$ cat src/rtl/fp_pkg.sv
// Shared definitions for the floating-point multiplier: default field widths,
// operand classes, flag bit positions and the exponent bias helper.
package fp_pkg;

  localparam int EXP_W_DEF = 8;
  localparam int MAN_W_DEF = 23;

  localparam int FLAGS_W       = 4;
  localparam int FLG_INEXACT   = 0;
  localparam int FLG_UNDERFLOW = 1;
  localparam int FLG_OVERFLOW  = 2;
  localparam int FLG_INVALID   = 3;

  typedef enum logic [2:0] {
    ZERO,
    NORMAL,
    INF,
    QNAN,
    SNAN
  } fp_class_e;

  function automatic int exp_bias(input int exp_w);
    return (1 << (exp_w - 1)) - 1;
  endfunction

endpackage

$ cat src/rtl/fp_classify.sv
// Operand classifier: decodes exponent/fraction into a class and the
// significand with its hidden bit. Subnormals collapse to ZERO.
module fp_classify
  import fp_pkg::*;
#(
  parameter int EXP_W = EXP_W_DEF,
  parameter int MAN_W = MAN_W_DEF
) (
  input  logic [EXP_W-1:0] exp_i,
  input  logic [MAN_W-1:0] frac_i,
  output fp_class_e        cls_o,
  output logic [MAN_W:0]   sig_o
);

  logic exp_zero;
  logic exp_ones;
  logic frac_zero;

  assign exp_zero  = (exp_i == '0);
  assign exp_ones  = &exp_i;
  assign frac_zero = (frac_i == '0);

  always_comb begin
    cls_o = NORMAL;
    sig_o = {1'b1, frac_i};
    if (exp_zero) begin
      cls_o = ZERO;
      sig_o = '0;
    end else if (exp_ones) begin
      sig_o = '0;
      if (frac_zero) begin
        cls_o = INF;
      end else if (frac_i[MAN_W-1]) begin
        cls_o = QNAN;
      end else begin
        cls_o = SNAN;
      end
    end
  end

endmodule

$ cat src/rtl/fp_mul_pipe.sv
// Three-stage pipelined IEEE-style multiplier (unpack, multiply, round/pack)
// with a single global advance enable for valid/ready backpressure.
module fp_mul_pipe
  import fp_pkg::*;
#(
  parameter int EXP_W = EXP_W_DEF,
  parameter int MAN_W = MAN_W_DEF
) (
  input  logic                     clk,
  input  logic                     rst_n,
  input  logic                     in_valid,
  output logic                     in_ready,
  input  logic [EXP_W+MAN_W:0]     a,
  input  logic [EXP_W+MAN_W:0]     b,
  output logic                     out_valid,
  input  logic                     out_ready,
  output logic [EXP_W+MAN_W:0]     result,
  output logic [FLAGS_W-1:0]       flags
);

  localparam int W       = 1 + EXP_W + MAN_W;
  localparam int SW      = MAN_W + 1;
  localparam int PW      = 2 * SW;
  localparam int XW      = EXP_W + 2;
  localparam int BIAS    = exp_bias(EXP_W);
  localparam int EXP_MAX = (1 << EXP_W) - 1;
  localparam logic [W-1:0] QNAN_CANON = {1'b0, {EXP_W{1'b1}}, 1'b1, {(MAN_W-1){1'b0}}};

  logic advance;
  logic s1_valid_q, s2_valid_q, s3_valid_q;

  assign advance   = !s3_valid_q || out_ready;
  assign in_ready  = advance;
  assign out_valid = s3_valid_q;

  fp_class_e          cls_a, cls_b;
  logic [SW-1:0]      sig_a, sig_b;

  fp_classify #(.EXP_W(EXP_W), .MAN_W(MAN_W)) u_cls_a (
    .exp_i  (a[W-2 -: EXP_W]),
    .frac_i (a[MAN_W-1:0]),
    .cls_o  (cls_a),
    .sig_o  (sig_a)
  );

  fp_classify #(.EXP_W(EXP_W), .MAN_W(MAN_W)) u_cls_b (
    .exp_i  (b[W-2 -: EXP_W]),
    .frac_i (b[MAN_W-1:0]),
    .cls_o  (cls_b),
    .sig_o  (sig_b)
  );

  // S1 registers
  logic               s1_sign_q;
  fp_class_e          s1_cls_a_q, s1_cls_b_q;
  logic [EXP_W-1:0]   s1_ea_q, s1_eb_q;
  logic [SW-1:0]      s1_siga_q, s1_sigb_q;

  // S2 combinational: product, exponent sum, special-case resolution
  logic [PW-1:0]        prod_d;
  logic signed [XW-1:0] exp_sum_d;
  logic                 nan_any, snan_any, inf_any, zero_any, inf_zero;
  logic                 spec_d;
  logic [W-1:0]         spec_res_d;
  logic [FLAGS_W-1:0]   spec_flg_d;

  assign prod_d    = PW'(s1_siga_q) * PW'(s1_sigb_q);
  assign exp_sum_d = XW'(s1_ea_q) + XW'(s1_eb_q) - XW'(BIAS);

  assign nan_any  = (s1_cls_a_q == QNAN) || (s1_cls_a_q == SNAN) ||
                    (s1_cls_b_q == QNAN) || (s1_cls_b_q == SNAN);
  assign snan_any = (s1_cls_a_q == SNAN) || (s1_cls_b_q == SNAN);
  assign inf_any  = (s1_cls_a_q == INF)  || (s1_cls_b_q == INF);
  assign zero_any = (s1_cls_a_q == ZERO) || (s1_cls_b_q == ZERO);
  assign inf_zero = inf_any && zero_any;

  always_comb begin
    spec_d     = 1'b1;
    spec_res_d = '0;
    spec_flg_d = '0;
    if (nan_any || inf_zero) begin
      spec_res_d              = QNAN_CANON;
      spec_flg_d[FLG_INVALID] = snan_any || inf_zero;
    end else if (inf_any) begin
      spec_res_d = {s1_sign_q, {EXP_W{1'b1}}, {MAN_W{1'b0}}};
    end else if (zero_any) begin
      spec_res_d = {s1_sign_q, {(W-1){1'b0}}};
    end else begin
      spec_d = 1'b0;
    end
  end

  // S2 registers
  logic                 s2_sign_q;
  logic [PW-1:0]        s2_prod_q;
  logic signed [XW-1:0] s2_exp_q;
  logic                 s2_spec_q;
  logic [W-1:0]         s2_spec_res_q;
  logic [FLAGS_W-1:0]   s2_spec_flg_q;

  // S3 combinational: normalise so the leading one sits just above norm's MSB
  logic                 msb;
  logic [PW-2:0]        norm;
  logic [MAN_W-1:0]     frac;
  logic                 guard, rnd, sticky, rnd_up, inexact;
  logic [MAN_W+1:0]     sig_r;
  logic [MAN_W-1:0]     frac_r;
  logic signed [XW-1:0] exp_r;
  logic [W-1:0]         res_d;
  logic [FLAGS_W-1:0]   flg_d;

  assign msb     = s2_prod_q[PW-1];
  assign norm    = msb ? s2_prod_q[PW-2:0] : {s2_prod_q[PW-3:0], 1'b0};
  assign frac    = norm[PW-2 -: MAN_W];
  assign guard   = norm[PW-2-MAN_W];
  assign rnd     = norm[PW-3-MAN_W];
  assign sticky  = |norm[PW-4-MAN_W:0];
  assign rnd_up  = guard && (rnd || sticky || frac[0]);
  assign inexact = guard || rnd || sticky;
  assign sig_r   = {2'b01, frac} + {{(MAN_W+1){1'b0}}, rnd_up};
  assign frac_r  = sig_r[MAN_W+1] ? sig_r[MAN_W:1] : sig_r[MAN_W-1:0];
  assign exp_r   = s2_exp_q + XW'(msb) + XW'(sig_r[MAN_W+1]);

  always_comb begin
    res_d              = {s2_sign_q, exp_r[EXP_W-1:0], frac_r};
    flg_d              = '0;
    flg_d[FLG_INEXACT] = inexact;
    if (s2_spec_q) begin
      res_d = s2_spec_res_q;
      flg_d = s2_spec_flg_q;
    end else if (int'(exp_r) >= EXP_MAX) begin
      res_d                = {s2_sign_q, {EXP_W{1'b1}}, {MAN_W{1'b0}}};
      flg_d                = '0;
      flg_d[FLG_OVERFLOW]  = 1'b1;
      flg_d[FLG_INEXACT]   = 1'b1;
    end else if (int'(exp_r) < 1) begin
      res_d                = {s2_sign_q, {(W-1){1'b0}}};
      flg_d                = '0;
      flg_d[FLG_UNDERFLOW] = 1'b1;
      flg_d[FLG_INEXACT]   = 1'b1;
    end
  end

  logic [W-1:0]       result_q;
  logic [FLAGS_W-1:0] flags_q;

  always_ff @(posedge clk or negedge rst_n) begin
    if (!rst_n) begin
      s1_valid_q <= 1'b0;
      s2_valid_q <= 1'b0;
      s3_valid_q <= 1'b0;
      result_q   <= '0;
      flags_q    <= '0;
    end else if (advance) begin
      s1_valid_q <= in_valid;
      s2_valid_q <= s1_valid_q;
      s3_valid_q <= s2_valid_q;
      if (s2_valid_q) begin
        result_q <= res_d;
        flags_q  <= flg_d;
      end
    end
  end

  // Datapath registers carry no reset; the valid bits qualify them.
  always_ff @(posedge clk) begin
    if (advance) begin
      s1_sign_q     <= a[W-1] ^ b[W-1];
      s1_cls_a_q    <= cls_a;
      s1_cls_b_q    <= cls_b;
      s1_ea_q       <= a[W-2 -: EXP_W];
      s1_eb_q       <= b[W-2 -: EXP_W];
      s1_siga_q     <= sig_a;
      s1_sigb_q     <= sig_b;
      s2_sign_q     <= s1_sign_q;
      s2_prod_q     <= prod_d;
      s2_exp_q      <= exp_sum_d;
      s2_spec_q     <= spec_d;
      s2_spec_res_q <= spec_res_d;
      s2_spec_flg_q <= spec_flg_d;
    end
  end

  assign result = result_q;
  assign flags  = flags_q;

endmodule

$ cat config.mk
export PLATFORM = sky130hd
export DESIGN_NAME = fp_mul_pipe
export DESIGN_NICKNAME = d
export VERILOG_FILES = /design/src/rtl/fp_pkg.sv /design/src/rtl/fp_classify.sv /design/src/rtl/fp_mul_pipe.sv
export SDC_FILE = /design/constraint.sdc
export NUM_CORES = 2
export LEC_CHECK = 0
export CAP_MARGIN = 15
export CORE_ASPECT_RATIO = 0.6
export CORE_MARGIN = 2
export CORE_UTILIZATION = 58
export DETAILED_ROUTE_END_ITERATION = 7
export PLACE_DENSITY = 0.8
export REMOVE_ABC_BUFFERS = 1
export SLEW_MARGIN = 20
export SYNTH_ARGS = -nofsm -noshare
export SYNTH_HDL_FRONTEND = slang
export SYNTH_SLANG_ARGS = --single-unit
$ cat constraint.sdc
create_clock -name clk -period 6.2 [get_ports clk]
set_clock_uncertainty 0.15 [all_clocks]
set_input_delay 1.24 -clock clk [delete_from_list [all_inputs] [get_ports clk]]
set_output_delay 1.24 -clock clk [all_outputs]
set_load 0.02 [all_outputs]
Figure 1. Nets reached from selected ports.
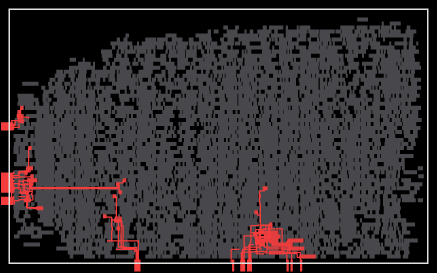
- red: b (bits 32; direction input; edge 18 west, 14 south; end cells 45; buffers 32; wire 1230 µm)
port buffer count: 105
I/O pin count: 106

Figure 2. Met3 routing.
Scale bar: 100 µm.
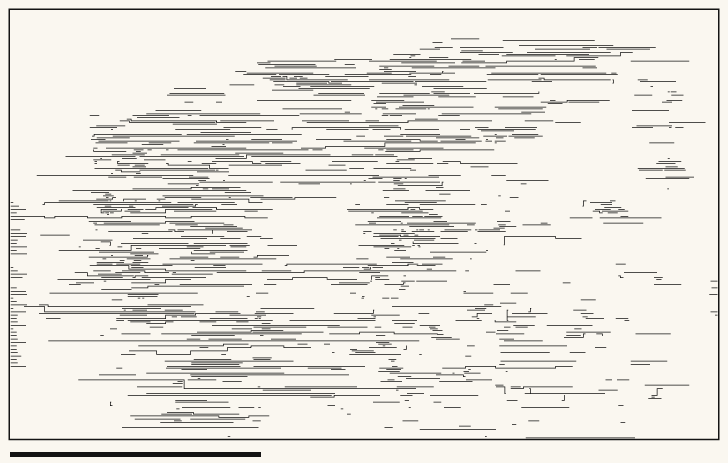
- longest straight run: 148 µm
- share of all routed wire: 13%
- main direction: horizontal
Routed Wire Length: 83900 µm
via count: 22300

==> results.json <==
{
  "result_of_the_run": "finished, violations left",
  "violations": "setup timing",
  "final.setup.worst_slack_ns": -1.04,
  "fp-row-count": 61,
  "ff2ff_setup_slack_ns": -1.04,
  "largest_area_cell": "sky130_fd_sc_hd__fa_1",
  "worstSetupStartpoint": "s1_siga_q[19]",
  "yosys_synthesis_chip_area_um2": 27000,
  "place_worst_setup_slack_ns": -1.10,
  "cts-resized-gates": 230,
  "postLayoutCellArea_um2": 33500,
  "final-hold-violation-count": 0,
  "detailedRoute.firstIterationViolations": 2596,
  "met3RoutedLength_um": 11200,
  "vias_per_cell": 5.83,
  "critical_path.slowest_cell": "sky130_fd_sc_hd__edfxtp_1",
  "cpPeakStageDelay_ns": 0.56,
  "synth.mux.area_fraction_pct": 0.891,
  "grt_pass1_vias": 23200,
  "grt_first_pass_wirelength_um": 126000,
  "timing.critical_path.to": "s2_prod_q[46]",
  "ff2ff_path_depth": 25,
  "core_region_area_um2": 46100,
  "syn-mean-instance-area_um2": 9.63,
  "route.antenna.remaining_nets": 0,
  "flop_cell": "sky130_fd_sc_hd__edfxtp_1",
  "final_stage_net_count": 3915,
  "use_met1_pct": 48.3,
  "report.final.setup_viol": 33,
  "path_clk_slew_ns": 0.09,
  "globalRoute.totalOverflow": 0,
  "placedCellCount": 3676
}
Figure 3. Gate families picked out.
Scale bar: 100 µm.
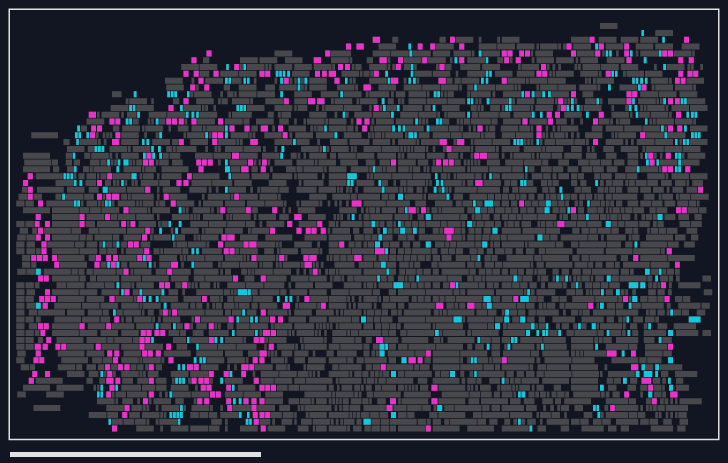
- cyan: nand cells (cells 395; where spread over the die)
- magenta: and/or cells (cells 388; where spread over the die)
top logic cell by instance count in the layout: sky130_fd_sc_hd__inv_1
number of standard cells in the layout, taps in and fillers out: 3815
share of cell area taken by multi-input logic gates: 60.8%

Figure 4. Cell area per tile.
28 x 17 tiles, from black (low) to pale yellow (high), 0 to 100% covered.
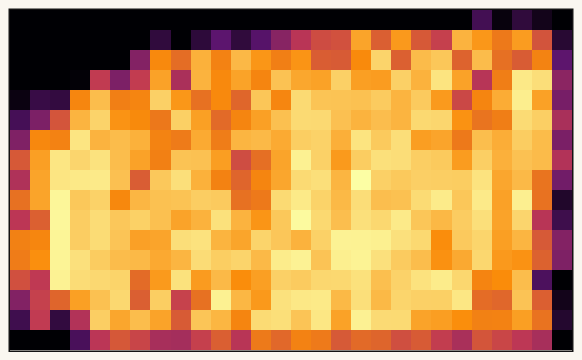
- tiles over 75% full: 58%
- nearly empty tiles: 9.9%
- mean over tiles: 68%
- emptiest ninth of the die: north-west

==> area by class of cell <==
cell class / count / area (µm²) / area share (%)
clock buffer: 17 / 425 / 1.27
clock inverter: 15 / 180 / 0.538
inverter: 575 / 2160 / 6.44
multi-input combinational: 1923 / 20400 / 60.8
sequential: 174 / 5030 / 15.0
tap: 630 / 788 / 2.35
timing repair buffer: 481 / 4560 / 13.6
==> flip-flops by register name, summed over array words and instances (netlist names), 3 cells and up <==
| register | cells |
|---|---|
| s1_siga_q | 24 |
| result | 32 |
| s1_sigb_q | 24 |
| s1_cls_b_q | 3 |
| s2_spec_res_q | 3 |
| s2_exp_q | 10 |
| s1_eb_q | 8 |
| s1_cls_a_q | 3 |
| s1_ea_q | 8 |
| s2_prod_q | 48 |
| flags | 4 |
